--- src/rtl/mem_cmd_scheduler.sv ---
// ---------------------------------------------------------------------------
// mem_cmd_scheduler
//
// In-order DRAM command scheduler for a single-rank model with an open-page
// policy. Parsed trace requests are queued in a small FIFO and served one at a
// time. For each request the scheduler issues PRE/ACT/RD/WR commands with
// tRP/tRCD/tCL/burst spacing, and reports completion with a done pulse.
//
// Ports:
//   clk_i          clock, rising edge
//   rst_ni         asynchronous active-low reset
//   req_valid_i    request present
//   req_ready_o    FIFO can accept a request (not full)
//   req_op_i       0=read, 1=write, 2=ifetch, 3=reserved (served as read)
//   req_addr_i     byte address
//   cmd_valid_o    one-cycle command strobe
//   cmd_type_o     0=NOP, 1=ACT, 2=RD, 3=WR, 4=PRE
//   cmd_bank_o     target bank
//   cmd_row_o      row (meaningful for ACT)
//   cmd_col_o      column (meaningful for RD/WR)
//   done_valid_o   one-cycle completion pulse
//   done_op_o      op of the completed request
//   done_addr_o    address of the completed request
//   busy_o         FSM not idle or FIFO not empty
// ---------------------------------------------------------------------------
module mem_cmd_scheduler #(
   parameter int ADDR_W   = 32,
   parameter int DEPTH    = 8,
   parameter int COL_LSB  = 3,
   parameter int COL_W    = 7,
   parameter int BANK_LSB = 10,
   parameter int BANK_W   = 2,
   parameter int ROW_LSB  = 12,
   parameter int T_RCD    = 3,
   parameter int T_RP     = 3,
   parameter int T_CL     = 4,
   parameter int T_BURST  = 2
) (
   input  logic                      clk_i,
   input  logic                      rst_ni,
   input  logic                      req_valid_i,
   output logic                      req_ready_o,
   input  logic [1:0]                req_op_i,
   input  logic [ADDR_W-1:0]         req_addr_i,
   output logic                      cmd_valid_o,
   output logic [2:0]                cmd_type_o,
   output logic [BANK_W-1:0]         cmd_bank_o,
   output logic [ADDR_W-ROW_LSB-1:0] cmd_row_o,
   output logic [COL_W-1:0]          cmd_col_o,
   output logic                      done_valid_o,
   output logic [1:0]                done_op_o,
   output logic [ADDR_W-1:0]         done_addr_o,
   output logic                      busy_o
);

   localparam int ROW_W   = ADDR_W - ROW_LSB;
   localparam int NBANK   = 1 << BANK_W;
   localparam int PW      = $clog2(DEPTH);
   localparam int CW      = PW + 1;
   localparam int CNT_W   = 8;
   localparam int RWW_CYC = T_CL + T_BURST - 1;

   localparam logic [2:0] CMD_NOP = 3'd0;
   localparam logic [2:0] CMD_ACT = 3'd1;
   localparam logic [2:0] CMD_RD  = 3'd2;
   localparam logic [2:0] CMD_WR  = 3'd3;
   localparam logic [2:0] CMD_PRE = 3'd4;

   localparam logic [1:0] OP_WRITE = 2'd1;

   typedef enum logic [2:0] {
      S_IDLE,
      S_PRE,
      S_PRE_W,
      S_ACT,
      S_ACT_W,
      S_RW,
      S_RW_W
   } state_t;

   // Request FIFO storage and pointers
   logic [1:0]        fifo_op_q   [DEPTH];
   logic [ADDR_W-1:0] fifo_addr_q [DEPTH];
   logic [PW-1:0]     wr_ptr_q, wr_ptr_d;
   logic [PW-1:0]     rd_ptr_q, rd_ptr_d;
   logic [CW-1:0]     count_q, count_d;
   logic              fifo_full;
   logic              fifo_empty;
   logic              fifo_push;
   logic              fifo_pop;

   // Scheduler state
   state_t            state_q;
   logic [CNT_W-1:0]  cnt_q;
   logic [1:0]        cur_op_q;
   logic [ADDR_W-1:0] cur_addr_q;
   logic [NBANK-1:0]  bank_open_q;
   logic [ROW_W-1:0]  bank_row_q [NBANK];

   // Registered outputs
   logic              cmd_valid_q;
   logic [2:0]        cmd_type_q;
   logic [BANK_W-1:0] cmd_bank_q;
   logic [ROW_W-1:0]  cmd_row_q;
   logic [COL_W-1:0]  cmd_col_q;
   logic              done_valid_q;
   logic [1:0]        done_op_q;
   logic [ADDR_W-1:0] done_addr_q;

   // Address decode of the FIFO head and of the request in service
   logic [1:0]        head_op;
   logic [ADDR_W-1:0] head_addr;
   logic [BANK_W-1:0] head_bank;
   logic [ROW_W-1:0]  head_row;
   logic [COL_W-1:0]  head_col;
   logic              head_open;
   logic              head_hit;
   logic [BANK_W-1:0] cur_bank;
   logic [ROW_W-1:0]  cur_row;

   assign fifo_full   = (count_q == CW'(DEPTH));
   assign fifo_empty  = (count_q == '0);
   // Ready depends only on fullness, so a pop in the same cycle does not open
   // a slot until the following cycle.
   assign req_ready_o = !fifo_full;
   assign fifo_push   = req_valid_i && !fifo_full;
   assign fifo_pop    = (state_q == S_IDLE) && !fifo_empty;

   assign head_op   = fifo_op_q[rd_ptr_q];
   assign head_addr = fifo_addr_q[rd_ptr_q];
   assign head_bank = head_addr[BANK_LSB +: BANK_W];
   assign head_row  = head_addr[ROW_LSB +: ROW_W];
   assign head_col  = head_addr[COL_LSB +: COL_W];
   assign head_open = bank_open_q[head_bank];
   assign head_hit  = (bank_row_q[head_bank] == head_row);
   assign cur_bank  = cur_addr_q[BANK_LSB +: BANK_W];
   assign cur_row   = cur_addr_q[ROW_LSB +: ROW_W];

   // FIFO pointer/count next-state; pointers wrap naturally since DEPTH is a
   // power of two.
   always_comb begin
      wr_ptr_d = wr_ptr_q;
      rd_ptr_d = rd_ptr_q;
      count_d  = count_q;
      if (fifo_push) begin
         wr_ptr_d = wr_ptr_q + PW'(1);
      end
      if (fifo_pop) begin
         rd_ptr_d = rd_ptr_q + PW'(1);
      end
      case ({fifo_push, fifo_pop})
         2'b10:   count_d = count_q + CW'(1);
         2'b01:   count_d = count_q - CW'(1);
         default: count_d = count_q;
      endcase
   end

   // FIFO bookkeeping registers
   always_ff @(posedge clk_i or negedge rst_ni) begin
      if (!rst_ni) begin
         wr_ptr_q <= '0;
         rd_ptr_q <= '0;
         count_q  <= '0;
      end else begin
         wr_ptr_q <= wr_ptr_d;
         rd_ptr_q <= rd_ptr_d;
         count_q  <= count_d;
      end
   end

   // FIFO payload storage needs no reset; entries are only read once written
   always_ff @(posedge clk_i) begin
      if (fifo_push) begin
         fifo_op_q[wr_ptr_q]   <= req_op_i;
         fifo_addr_q[wr_ptr_q] <= req_addr_i;
      end
   end

   // Command sequencer. Command and done outputs are registered and set on
   // the edge that enters the state they belong to, so they line up exactly
   // with the state they describe. Wait counters load (cycles - 2) because
   // the first wait cycle is the one following the command cycle.
   always_ff @(posedge clk_i or negedge rst_ni) begin
      if (!rst_ni) begin
         state_q      <= S_IDLE;
         cnt_q        <= '0;
         cur_op_q     <= '0;
         cur_addr_q   <= '0;
         bank_open_q  <= '0;
         for (int b = 0; b < NBANK; b++) begin
            bank_row_q[b] <= '0;
         end
         cmd_valid_q  <= 1'b0;
         cmd_type_q   <= CMD_NOP;
         cmd_bank_q   <= '0;
         cmd_row_q    <= '0;
         cmd_col_q    <= '0;
         done_valid_q <= 1'b0;
         done_op_q    <= '0;
         done_addr_q  <= '0;
      end else begin
         cmd_valid_q  <= 1'b0;
         cmd_type_q   <= CMD_NOP;
         done_valid_q <= 1'b0;
         case (state_q)
            S_IDLE: begin
               if (fifo_pop) begin
                  cur_op_q    <= head_op;
                  cur_addr_q  <= head_addr;
                  cmd_valid_q <= 1'b1;
                  cmd_bank_q  <= head_bank;
                  cmd_row_q   <= head_row;
                  cmd_col_q   <= head_col;
                  if (head_open && head_hit) begin
                     state_q    <= S_RW;
                     cmd_type_q <= (head_op == OP_WRITE) ? CMD_WR : CMD_RD;
                  end else if (head_open) begin
                     state_q    <= S_PRE;
                     cmd_type_q <= CMD_PRE;
                  end else begin
                     state_q    <= S_ACT;
                     cmd_type_q <= CMD_ACT;
                  end
               end
            end
            S_PRE: begin
               bank_open_q[cur_bank] <= 1'b0;
               if (T_RP == 1) begin
                  state_q     <= S_ACT;
                  cmd_valid_q <= 1'b1;
                  cmd_type_q  <= CMD_ACT;
               end else begin
                  state_q <= S_PRE_W;
                  cnt_q   <= CNT_W'(T_RP - 2);
               end
            end
            S_PRE_W: begin
               if (cnt_q == '0) begin
                  state_q     <= S_ACT;
                  cmd_valid_q <= 1'b1;
                  cmd_type_q  <= CMD_ACT;
               end else begin
                  cnt_q <= cnt_q - CNT_W'(1);
               end
            end
            S_ACT: begin
               bank_open_q[cur_bank] <= 1'b1;
               bank_row_q[cur_bank]  <= cur_row;
               if (T_RCD == 1) begin
                  state_q     <= S_RW;
                  cmd_valid_q <= 1'b1;
                  cmd_type_q  <= (cur_op_q == OP_WRITE) ? CMD_WR : CMD_RD;
               end else begin
                  state_q <= S_ACT_W;
                  cnt_q   <= CNT_W'(T_RCD - 2);
               end
            end
            S_ACT_W: begin
               if (cnt_q == '0) begin
                  state_q     <= S_RW;
                  cmd_valid_q <= 1'b1;
                  cmd_type_q  <= (cur_op_q == OP_WRITE) ? CMD_WR : CMD_RD;
               end else begin
                  cnt_q <= cnt_q - CNT_W'(1);
               end
            end
            S_RW: begin
               // Data phase always spans at least one wait cycle; done is
               // raised for the last of those cycles.
               state_q <= S_RW_W;
               cnt_q   <= CNT_W'(RWW_CYC - 1);
               if (RWW_CYC == 1) begin
                  done_valid_q <= 1'b1;
                  done_op_q    <= cur_op_q;
                  done_addr_q  <= cur_addr_q;
               end
            end
            S_RW_W: begin
               if (cnt_q == '0) begin
                  state_q <= S_IDLE;
               end else begin
                  cnt_q <= cnt_q - CNT_W'(1);
                  if (cnt_q == CNT_W'(1)) begin
                     done_valid_q <= 1'b1;
                     done_op_q    <= cur_op_q;
                     done_addr_q  <= cur_addr_q;
                  end
               end
            end
            default: begin
               state_q <= S_IDLE;
            end
         endcase
      end
   end

   assign cmd_valid_o  = cmd_valid_q;
   assign cmd_type_o   = cmd_type_q;
   assign cmd_bank_o   = cmd_bank_q;
   assign cmd_row_o    = cmd_row_q;
   assign cmd_col_o    = cmd_col_q;
   assign done_valid_o = done_valid_q;
   assign done_op_o    = done_op_q;
   assign done_addr_o  = done_addr_q;
   assign busy_o       = (state_q != S_IDLE) || !fifo_empty;

endmodule

--- config.mk ---
export PLATFORM = sky130hd
export DESIGN_NAME = mem_cmd_scheduler
export DESIGN_NICKNAME = d
export VERILOG_FILES = /design/src/rtl/mem_cmd_scheduler.sv
export SDC_FILE = /design/constraint.sdc
export NUM_CORES = 1
export LEC_CHECK = 0
export ABC_AREA = 1
export CAP_MARGIN = 20
export CORE_MARGIN = 8
export CORE_UTILIZATION = 60
export DETAILED_ROUTE_END_ITERATION = 10
export PLACE_DENSITY = 0.8
export RECOVER_POWER = 25
export SETUP_SLACK_MARGIN = 0.1
export SYNTH_ARGS = -nofsm -noshare
export SYNTH_HDL_FRONTEND = slang
export SYNTH_SLANG_ARGS = --single-unit
--- constraint.sdc ---
create_clock -name clk_i -period 3.92 [get_ports clk_i]
set_input_delay 0.392 -clock clk_i [delete_from_list [all_inputs] [get_ports clk_i]]
set_output_delay 0.392 -clock clk_i [all_outputs]
set_load 0.03 [all_outputs]
**Run 1: metal 2**

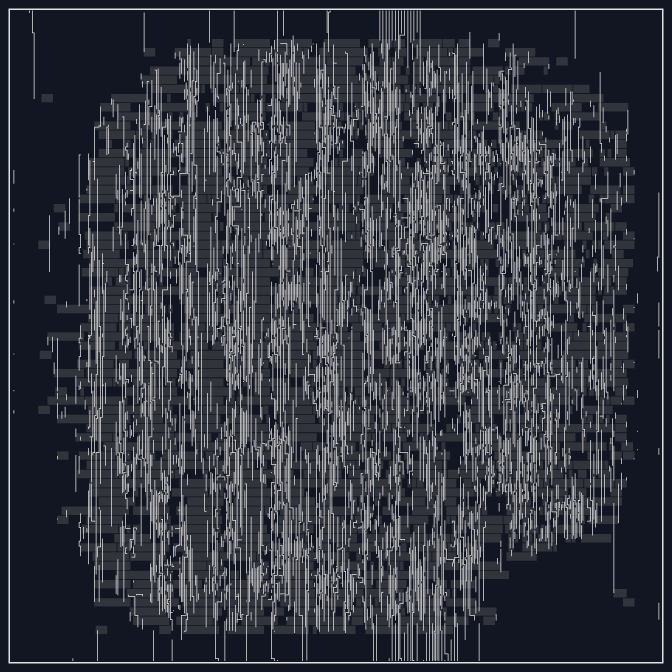
main direction: vertical
share of all routed wire: 48%
nets with wire on the layer: 1486
wire length on this layer: 21.2 mm
DRT Wirelength: 44020 um
M2 GR Usage: 37.39%
via count: 13403

**Run 1: cell placement**

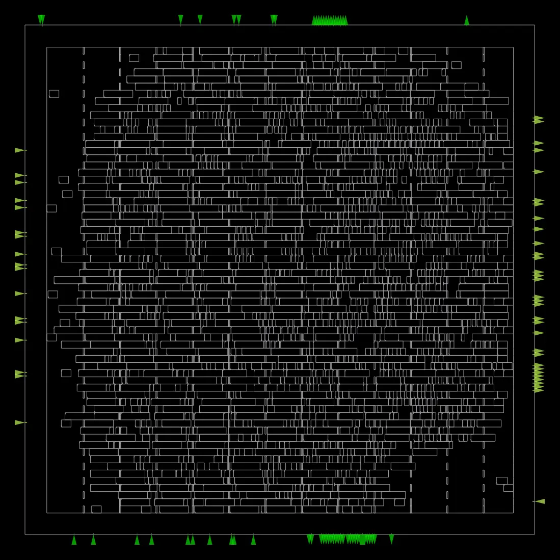
num rows: 65
Post-Layout Cell Count: 2297
Layout fillers: 2198
registers: 450

**Run 1: clock distribution**

Scale bar: 50 um.
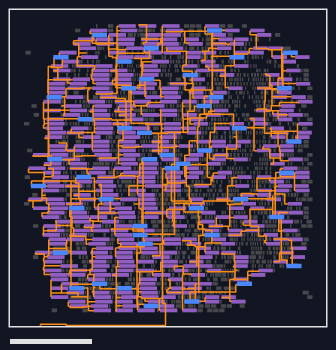
legend:
  orange:
    item: clock wires
    length: 4760 um
  blue:
    item: clock drivers
    count: 45
  purple:
    item: flip-flops
    count: 450
flops lie: all over the die
routed clock nets: 46
Power Clock: 4220 uW
clock skew: 0.01398 ns

==> job_summary.md, run 1 <==
## PnR job results

| Metric | Value |
|---|---|
| Commonest Layout Cell | nand2_1 |
| Worst setup EP type | register |
| Worst-path cell chain | buf_4, nand2_1, nand3_1, nand2_1, nand2_1, nand2_1, nand3b_1, nand2_1, nand2_1, nor2_1, nand2_1, nor2_2, nand2_1, o21ai_1, nand2_1, nand2_1 |
| Top-area cell share | approximately 43% |
| Met3 usage | 4.478% |
| Die ar. | approximately 0.037 sq mm |
| CTS tree | built |
| DR pass1 iterations | 5 |
| Gate Count Post-Synth | roughly 1800 |
| H-tree Lvls | 2 |
| CP max stage cell | buf_4 |
| Worst Setup Start Kind | register |
| Clk root buf | clkbuf_16 |
| Crit path kind | register to register |
| Final ANT Viol Nets | 0 |
| OpenROAD warning count | 30 |
| Run status | finished, final reports clean |
| Pins Over Slew Limit | 0 |
| Max stage delay on crit path | 0.85 ns |
| Die W | roughly 190 um |
| 1st-iter DRT viols | around 1400 |
| Post-route minimum period | around 3.3 ns |
| FF-to-FF Start | rd_ptr_q[0]$_DFFE_PN0P_ |
| Worst hold path class | register to register |
| Syn-to-layout area delta | 14.36% |
| Crit path DAT | ~3.8 ns |
| Synth area leader | edfxtp_1 |
| Worst path most repeated cell | nand2_1 |
| Die Y | slightly below 200 um |
[run 1: path summary, 6_finish.rpt]
kind,slack [ns],end,depth (start not counted)
max in group asynchronous,2.46,state_q[1]$_DFFE_PN0P_,3
worst min register to register,0.48,done_addr_o[24]$_DFFE_PN0P_,2
min in group asynchronous,0.51,cnt_q[6]$_DFFE_PN0P_,2
worst min-delay path,0.48,done_addr_o[24]$_DFFE_PN0P_,2
worst max-delay path,0.59,cmd_type_o[0]$_DFF_PN0_,16
worst max register to register,0.59,cmd_type_o[0]$_DFF_PN0_,16
[run 1: worst reg2reg max path, stage by stage, from the launching register on]
cell and delay, ns:
dfrtp_4 0.67, buf_4 0.86, nand2_1 0.26, nand3_1 0.16
nand2_1 0.07, nand2_1 0.06, nand2_1 0.16, nand3b_1 0.21
nand2_1 0.08, nand2_1 0.05, nor2_1 0.09, nand2_1 0.07
nor2_2 0.19, nand2_1 0.11, o21ai_1 0.12, nand2_1 0.06
nand2_1 0.06
[run 1: power by group through the flow]
| stage | registers [uW] | logic, uW | clock network, uW |
|---|---|---|---|
| after floorplan | 7160 | 5220 | 0 |
| after global placement | 7080 | 7290 | 0 |
| after detailed placement | 7120 | 7520 | 0 |
| after CTS | 7050 | 7570 | 4270 |
| after global routing | 7190 | 8420 | 4440 |
| final | 7070 | 7610 | 4220 |
[run 1: cell usage after synthesis]
master and number:
nand2_1 554, edfxtp_1 272, o21ai_0 212, dfrtp_1 178, nand3_1 141, nor2_1 87, inv_1 84, clkbuf_1 46
buf_4 40, a21oi_1 31, buf_2 30, o221ai_1 18, nand3b_1 12, nor3_1 11, a22o_1 10, buf_1 8
a32o_1 7, ha_1 7, o211ai_1 6, o22ai_1 6, xor2_1 6, buf_6 5, nand3_2 5, nand4_1 5
inv_2 4, nand2_2 3, o21ai_1 3, nor2_2 2, xnor2_1 2, a211oi_1 1, a31oi_1 1, fa_1 1
inv_4 1, nand2_4 1, o32ai_1 1, or2_2 1
[run 1: kinds of logic (layout without fill, tap and decap cells)]
family	after synthesis	count (layout)	synth area share [%]
and+or+nand+nor	822	822	17.94
DFF	450	450	66.84
AOI/OAI and AO/OA	296	296	8.746
buffers and inverters	218	308	5.539
xor gates and xnor gates	8	8	0.3710
other	0	3	0
adders and majority gates	8	8	0.5698
[run 1: per-stage QoR]
stage | std cells | hold WS [ns]
after floorplan | 1802 | 0.09641
after global placement | 2212 | 0.4640
after detailed placement | 2212 | 0.4729
after CTS | 2293 | 0.4873
after global routing | 2296 | 0.5066
final | 2297 | 0.4818
[run 1: layout make-up]
cell class	count	area (sq um)	area share, %
inverters	89	337.8	1.564
well taps	402	503.0	2.329
clock inverters	17	162.7	0.7531
multi-input cells	1134	5279	24.44
clock buffers	63	1305	6.043
flip-flops and latches	450	12630	58.47
repair buffers	139	1375	6.367
diodes	3	7.507	0.03476
[run 1: registers in the layout (all words and copies together), names as in the netlist, 4 cells and up, named ones only]
name	flops
fifo_addr_q	256
bank_row_q	80
cur_addr_q	32
done_addr_o	32
fifo_op_q	16
cnt_q	8
count_q	4
**Run 1: placed cells, one color a class**

Scale bar: 50 um.
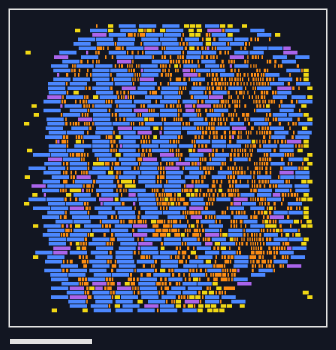

--- run 2 (diff from run 1) ---
--- a/config.mk
+++ b/config.mk
@@ -8,9 +8,9 @@
 export ABC_AREA = 1
 export CAP_MARGIN = 20
 export CORE_MARGIN = 8
-export CORE_UTILIZATION = 60
+export CORE_UTILIZATION = 54
 export DETAILED_ROUTE_END_ITERATION = 10
-export PLACE_DENSITY = 0.8
+export PLACE_DENSITY = 0.76
 export RECOVER_POWER = 25
 export SETUP_SLACK_MARGIN = 0.1
 export SYNTH_ARGS = -nofsm -noshare
==> constraint.sdc (replaced) <==
create_clock -name clk_i -period 2.75 [get_ports clk_i]
set_input_delay 0.275 -clock clk_i [delete_from_list [all_inputs] [get_ports clk_i]]
set_output_delay 0.275 -clock clk_i [all_outputs]
set_load 0.03 [all_outputs]
**Run 2: placed cells, one color a class**

Scale bar: 50 um.
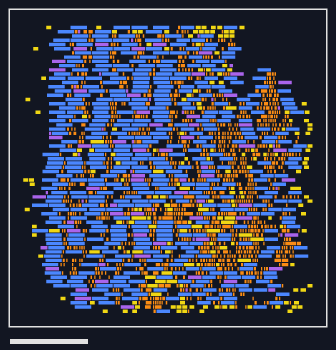
legend:
  orange:
    class: combinational and other logic
    cells: 1225
    share_of_their_area: 26%
  yellow:
    class: remaining buffers and delay cells
    cells: 182
    share_of_their_area: 9.3%
  purple:
    class: clock drivers and dummy loads
    cells: 84
    share_of_their_area: 7.0%
  blue:
    class: sequential cells
    cells: 450
    share_of_their_area: 57%
Core Area: 0.03446 sq mm
fin area: 0.02255 sq mm

==> run 2 against run 1 <==
Sequential power is 41% higher. Non-clock buffer count rose by 43. Power increased by 54%. Highest routed layer unchanged. Utilization is 3.5 points lower. Global-route usage down 0.85 points. Critical path depth up 4. Largest cell class unchanged. Clock skew increased by 0.0052 ns.
==> job_summary.md, run 2 <==
## PnR job results

| Metric | Value |
|---|---|
| Hold_ws | 0.3035 ns |
| Crit path DAT | 3.11 ns |
| Clock skew | roughly 0.019 ns |
| Top flop regs | fifo_addr_q (256), bank_row_q (80) |
| FF-to-FF Start | rd_ptr_q[0]$_DFFE_PN0P_ |
| Max reg flops | 256 |
| Run status | finished, final reports clean |
| Post-route minimum period | between 2 and 3 ns |
| DR pass1 iterations | 8 |
| OpenROAD warning count | 28 |
| Post-synth ARST share | about two fifths |
| Via density | approximately 5.7 |
| Gate Count Post-Synth | about 1800 |
| Count of library flops with an enable pin | about 270 |
| Die ar. | slightly above 0.04 sq mm |
| Die Y | approximately 200 um |
| Most instantiated library cell after synthesis | nand2_1 |
| Commonest Layout Cell | nand2_1 |
| Worst Setup Start Kind | register |
| Synth area leader | edfxtp_1 |
| Placed instance count | ~2300 |
| Die W | 203.0 um |
| H-tree Lvls | 2 |
| Commonest flop | edfxtp_1 |
| Post-Layout Cell Count | between 2000 and 2500 |
| Most flops, register | fifo_addr_q |
| Worst hold path class | primary input to async pin |
| Syn-to-layout area delta | 19.39% |
| Pins Over Slew Limit | 0 |
| Worst setup EP type | register |
| Crit path kind | register to register |
**Run 2: metal 2**

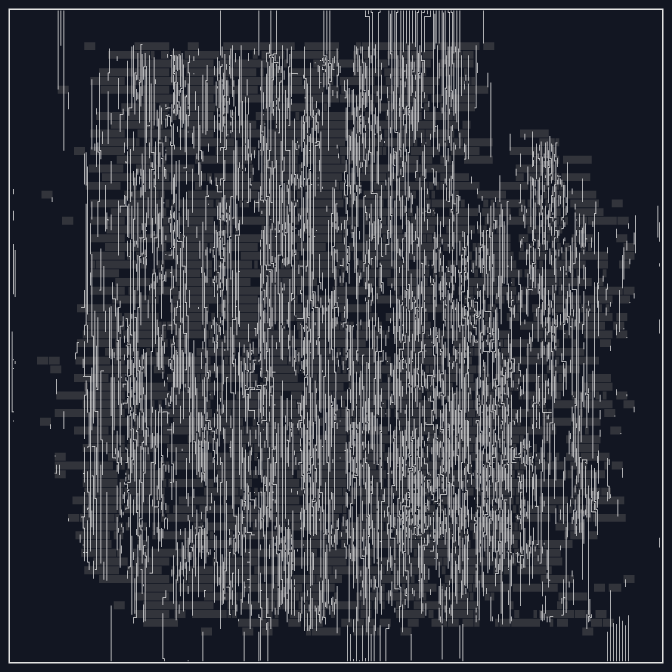
share of all routed wire: 49%
main direction: vertical
longest straight run: 105 um
nets with wire on the layer: 1577
wire length on this layer: 23.6 mm
M2 GR Usage: 37.40%
DRT Wirelength: 47800 um
via count: 13757

## run 2: worst paths after layout
| path | cells after the start | endpoint | slack (ns) |
|---|---|---|---|
| setup / recovery | 20 | state_q[2]$_DFFE_PN0P_ | 0.12 |
| hold / removal | 2 | done_addr_o[20]$_DFFE_PN0P_ | 0.30 |
| setup reg to reg | 20 | state_q[2]$_DFFE_PN0P_ | 0.12 |
| hold reg to reg | 2 | done_addr_o[10]$_DFFE_PN0P_ | 0.48 |
| max in group asynchronous | 3 | done_addr_o[8]$_DFFE_PN0P_ | 1.68 |
| min in group clk_i | 2 | done_addr_o[10]$_DFFE_PN0P_ | 0.48 |
## run 2: power by group
part	switching, uW	total [uW]	internal, uW	leakage [uW]
Sequential	963	9940	8980	0.00479
Combinational	8310	12900	4600	0.00363
Clock	2530	6280	3760	0.000745
## run 2: what timing repair did
action	4_1_cts	5_1_grt
pin swaps	0	13
setup buffers	0	18
endpoints found under the hold margin	62	0
cloned	0	8
gates resized	4	70
hold buffers	1	0
setup endpoints to repair	2	4
## run 2: cell families (layout without fill, tap and decap cells)
logic type,after synthesis,in the layout,share of synthesized area [%]
AND/OR/NAND/NOR,822,822,17.94
AND-OR/OR-AND,296,296,8.746
XOR/XNOR,8,8,0.3710
buffers and inverters,218,357,5.539
adder cells (fa/ha/maj),8,8,0.5698
flip-flops,450,450,66.84
other,0,1,0
## run 2: metrics by stage
stage	setup TNS (ns)	cell area, sq um
3_5_place_dp	0	20430
4_1_cts	0	21990
2_1_floorplan	-42.06	18900
5_1_grt	-0.08888	22540
6_report	0	22550
3_3_place_gp	0	20430
## run 2: cell type report
| class | count | area [sq um] |
|---|---|---|
| multi-input combinational | 1134 | 5390 |
| clock inverter | 17 | 232.7 |
| clock buffer | 67 | 1300 |
| antenna | 1 | 2.502 |
| timing repair buffer | 182 | 2043 |
| fill | 2516 | 11910 |
| inverter | 89 | 359.1 |
| sequential | 450 | 12630 |
| timing repair inverter | 2 | 22.52 |
| tap | 455 | 569.3 |
## run 2: metal layers
layer / up-vias / track usage [%] / wire length (um)
met3: 111 / 3.793 / 3799
met1: 6701 / 28.73 / 19040
met4: 10 / 7.097 / 1280
met2: 625 / 37.40 / 23620
met5: - / 0 / 66
li1: 6310 / - / -
## run 2: critical path, cell delays in order (launching register included)
cell	delay, ns
dfrtp_4	0.54
buf_6	0.16
nand2_1	0.08
nand3_2	0.09
nand3_4	0.17
nand2_8	0.11
clkbuf_16	0.18
nand2_1	0.07
nand3_1	0.12
nand2_1	0.11
nand2_1	0.05
nand2_1	0.07
nand2_1	0.05
nor2_1	0.08
nand2_1	0.12
nor2_2	0.18
buf_4	0.13
nand4_1	0.07
nand2_1	0.08
nand2_1	0.04
nand2_1	0.05
**Run 2: cell placement**

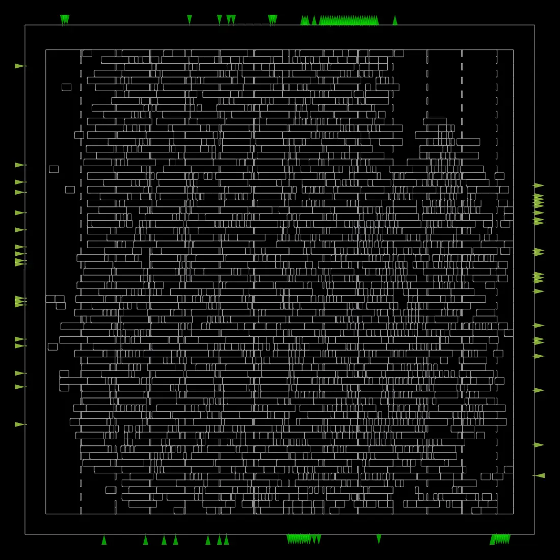

--- run 3 (diff from run 2) ---
--- a/config.mk
+++ b/config.mk
@@ -7,11 +7,13 @@
 export LEC_CHECK = 0
 export ABC_AREA = 1
 export CAP_MARGIN = 20
-export CORE_MARGIN = 8
-export CORE_UTILIZATION = 54
+export CELL_PAD_IN_SITES_DETAIL_PLACEMENT = 0
+export CELL_PAD_IN_SITES_GLOBAL_PLACEMENT = 1
+export CORE_UTILIZATION = 43
 export DETAILED_ROUTE_END_ITERATION = 10
-export PLACE_DENSITY = 0.76
+export PLACE_DENSITY_LB_ADDON = 0.1
 export RECOVER_POWER = 25
+export REMOVE_ABC_BUFFERS = 1
 export SETUP_SLACK_MARGIN = 0.1
 export SYNTH_ARGS = -nofsm -noshare
 export SYNTH_HDL_FRONTEND = slang
**Run 3: cell placement**

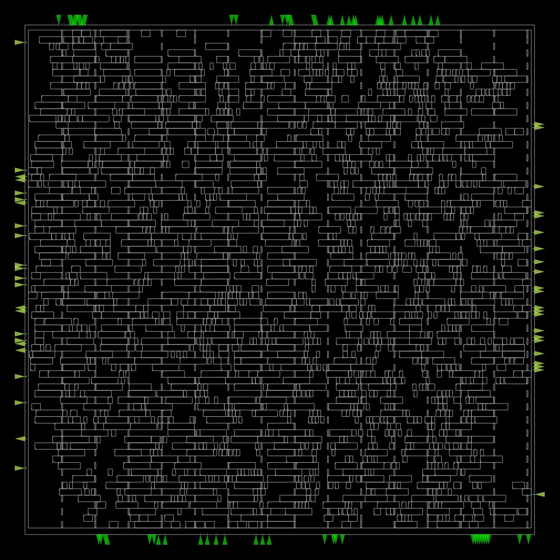
Core Area: 0.04317 sq mm
sequential portion of the cell area: 56.53%
Layout fillers: 3950
final core utilization: 51.74%
Post-Layout Cell Count: 2520

**Run 3: metal 2**

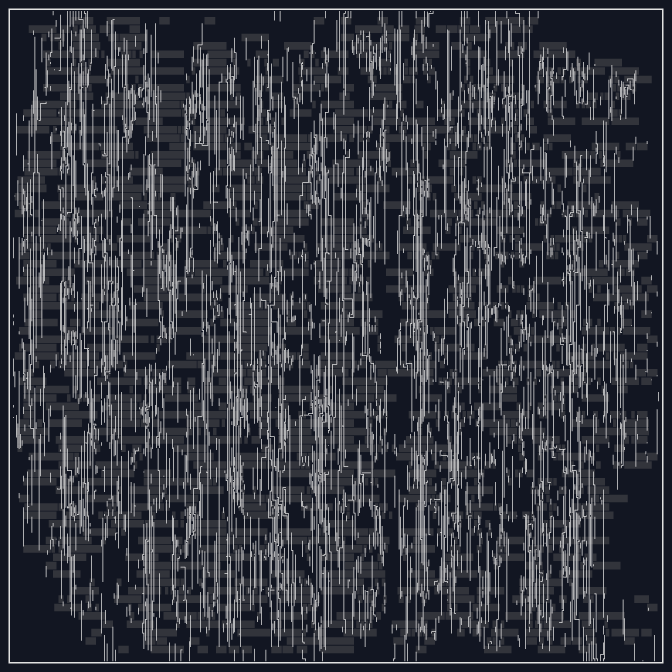
nets with wire on the layer: 1463
share of all routed wire: 48%
via count: 13007
M2 GR Usage: 36.00%
DRT Wirelength: 47230 um

==> run 3 against run 2 <==
Clock skew down 0.0077 ns. Synthesized area is the same. Count of clock-buffer cells in the layout grew 2. Critical endpoint is now cmd_type_o[0]$_DFF_PN0_. Sequential power is 0.7% lower. Design area fell by 0.93%. Largest cell class unchanged. First-iteration DRC count fell by 40%.
==> job_summary.md, run 3 <==
## PnR job results

| Metric | Value |
|---|---|
| Commonest flop | edfxtp_1 |
| Count of library flops with an enable pin | roughly 270 |
| Num rows | approximately 76 |
| Gate Count Post-Synth | approximately 1800 |
| R2R setup slack | 0.24 ns |
| Clock skew | about 0.011 ns |
| Crit path DAT | between 3 and 4 ns |
| Max reg flops | between 200 and 300 |
| Post-route minimum period | about 2.5 ns |
| Top flop regs | fifo_addr_q (256), bank_row_q (80) |
| Most common library cells after synthesis | 554 x nand2_1, 272 x edfxtp_1, 212 x o21ai_0 |
| Most flops, register | fifo_addr_q |
| Post-synth ARST share | between 30% and 40% |
| Most instantiated library cell after synthesis | nand2_1 |
| Placement Cell Area | ~0.021 sq mm |
| FF-to-FF Start | rd_ptr_q[0]$_DFFE_PN0P_ |
| Crit path kind | register to register |
| Run status | finished, final reports clean |
| Die ar. | between 0.04 and 0.05 sq mm |
| Die W | 211.6 um |
| Worst setup EP type | register |
| Syn-to-layout area delta | 18.29% |
| Critical Path End | cmd_type_o[0]$_DFF_PN0_ |
| R2R cell count | 17 |
| H-tree Lvls | 2 |
| OpenROAD warning count | 27 |
run 3: netlist changes by cell type in the layout (fill, tap and decap cells not counted), moves of 3 or more:
| cell | before | now |
|---|---|---|
| clkinv_8 | 3 | 0 |
| buf_6 | 14 | 3 |
| buf_8 | 3 | 0 |
| nand2_2 | 12 | 5 |
| buf_12 | 17 | 12 |
| clkinv_2 | 4 | 9 |
| dlygate4sd3_1 | 32 | 28 |
| nand2_1 | 544 | 551 |
| inv_4 | 3 | 0 |
| nand3_1 | 132 | 141 |
| buf_4 | 35 | 48 |
| nand3_2 | 12 | 3 |
| clkdlybuf4s50_1 | 73 | 78 |
run 3: area by class of cell:
type	count	area (sq um)	share of cell area (%)
inverter	89	344.1	1.540
clock inverter	18	161.4	0.7226
timing repair buffer	174	1792	8.021
tap	585	732.0	3.277
antenna	1	2.502	0.01120
sequential	450	12630	56.53
multi-input combinational	1134	5316	23.80
clock buffer	69	1361	6.094
run 3: report_power, final:
part           internal [uW]  leakage, uW  switching [uW]  total [uW]
Combinational           4100      0.00348            7670       11800
Sequential              8980      0.00479             889        9870
Clock                   3700     0.000749            2610        6310
Total                  16800      0.00902           11200       28000
run 3: through the flow:
| stage | TNS (ns) | total power (uW) | std cells | setup WS, ns | hold slack [ns] |
|---|---|---|---|---|---|
| 2_1_floorplan | -146.67 | 16850 | 1673 | -3.304 | -0.02059 |
| 3_3_place_gp | 0 | 21430 | 2426 | 0.1396 | 0.2351 |
| 3_5_place_dp | 0 | 21540 | 2426 | 0.1274 | 0.2343 |
| 4_1_cts | 0 | 27960 | 2514 | 0.1180 | 0.1833 |
| 5_1_grt | 0 | 29930 | 2519 | 0.04356 | 0.2142 |
| 6_report | 0 | 27950 | 2520 | 0.2408 | 0.1999 |
run 3: worst max-delay path, stage by stage, from the launching register on:
cell	delay (ns)
dfrtp_4	0.54
clkbuf_2	0.17
buf_4	0.16
clkbuf_16	0.21
nand2_1	0.07
nand3_1	0.08
nand2_1	0.09
nand2_1	0.05
nand2_1	0.23
nand3b_1	0.16
nand2_1	0.05
nor2_1	0.08
nand2_1	0.09
nor2_4	0.15
nand2_1	0.09
o21ai_1	0.12
nand2_1	0.06
nand2_1	0.06
run 3: kinds of logic after synthesis:
family / after synthesis / synth area share (%)
and+or+nand+nor: 822 / 17.94
DFF: 450 / 66.84
AOI/OAI and AO/OA: 296 / 8.746
buffers and inverters: 218 / 5.539
xor gates and xnor gates: 8 / 0.3710
adders and majority gates: 8 / 0.5698
run 3: per-layer routing:
| metal | part of all wire, % | wire length [um] | vias to the layer above | GRT usage (%) |
|---|---|---|---|---|
| met5 | 0.047 | 22 | - | 0 |
| met4 | 1.7 | 822 | 4 | 5.797 |
| met3 | 4.5 | 2108 | 61 | 3.367 |
| met2 | 48 | 22820 | 266 | 36.00 |
| met1 | 45 | 21460 | 6386 | 29.33 |
| li1 | - | - | 6290 | - |
run 3: repair_timing:
item                                   in CTS  in global routing
setup endpoints to repair                   0                  6
endpoints found under the hold margin      52                  0
hold buffers                                1                  0
resized                                     0                 14
buffers inserted                            0                  3

==> notes/layouts.md <==
Pictures saved along the way, in no particular order.

Gate-type map.
(a)
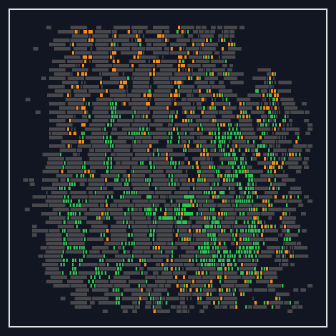
(b)
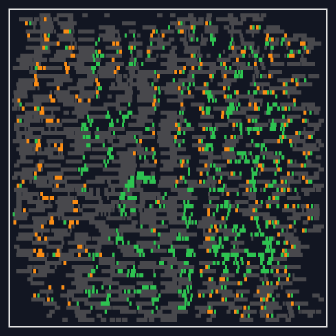
(c)
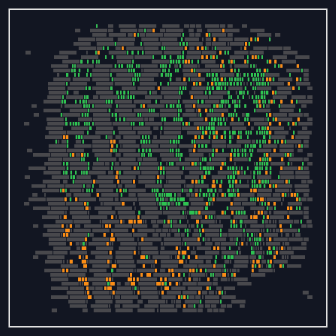
(a) is run 2.
(c) is run 1.
(b) is run 3.

Key to (b):
legend:
  orange:
    family: aoi and oai cells
    cells: 279
    where: all over the die
  green:
    family: nand cells
    cells: 721

No activity file was given, so power comes from the tool's default toggle rates.
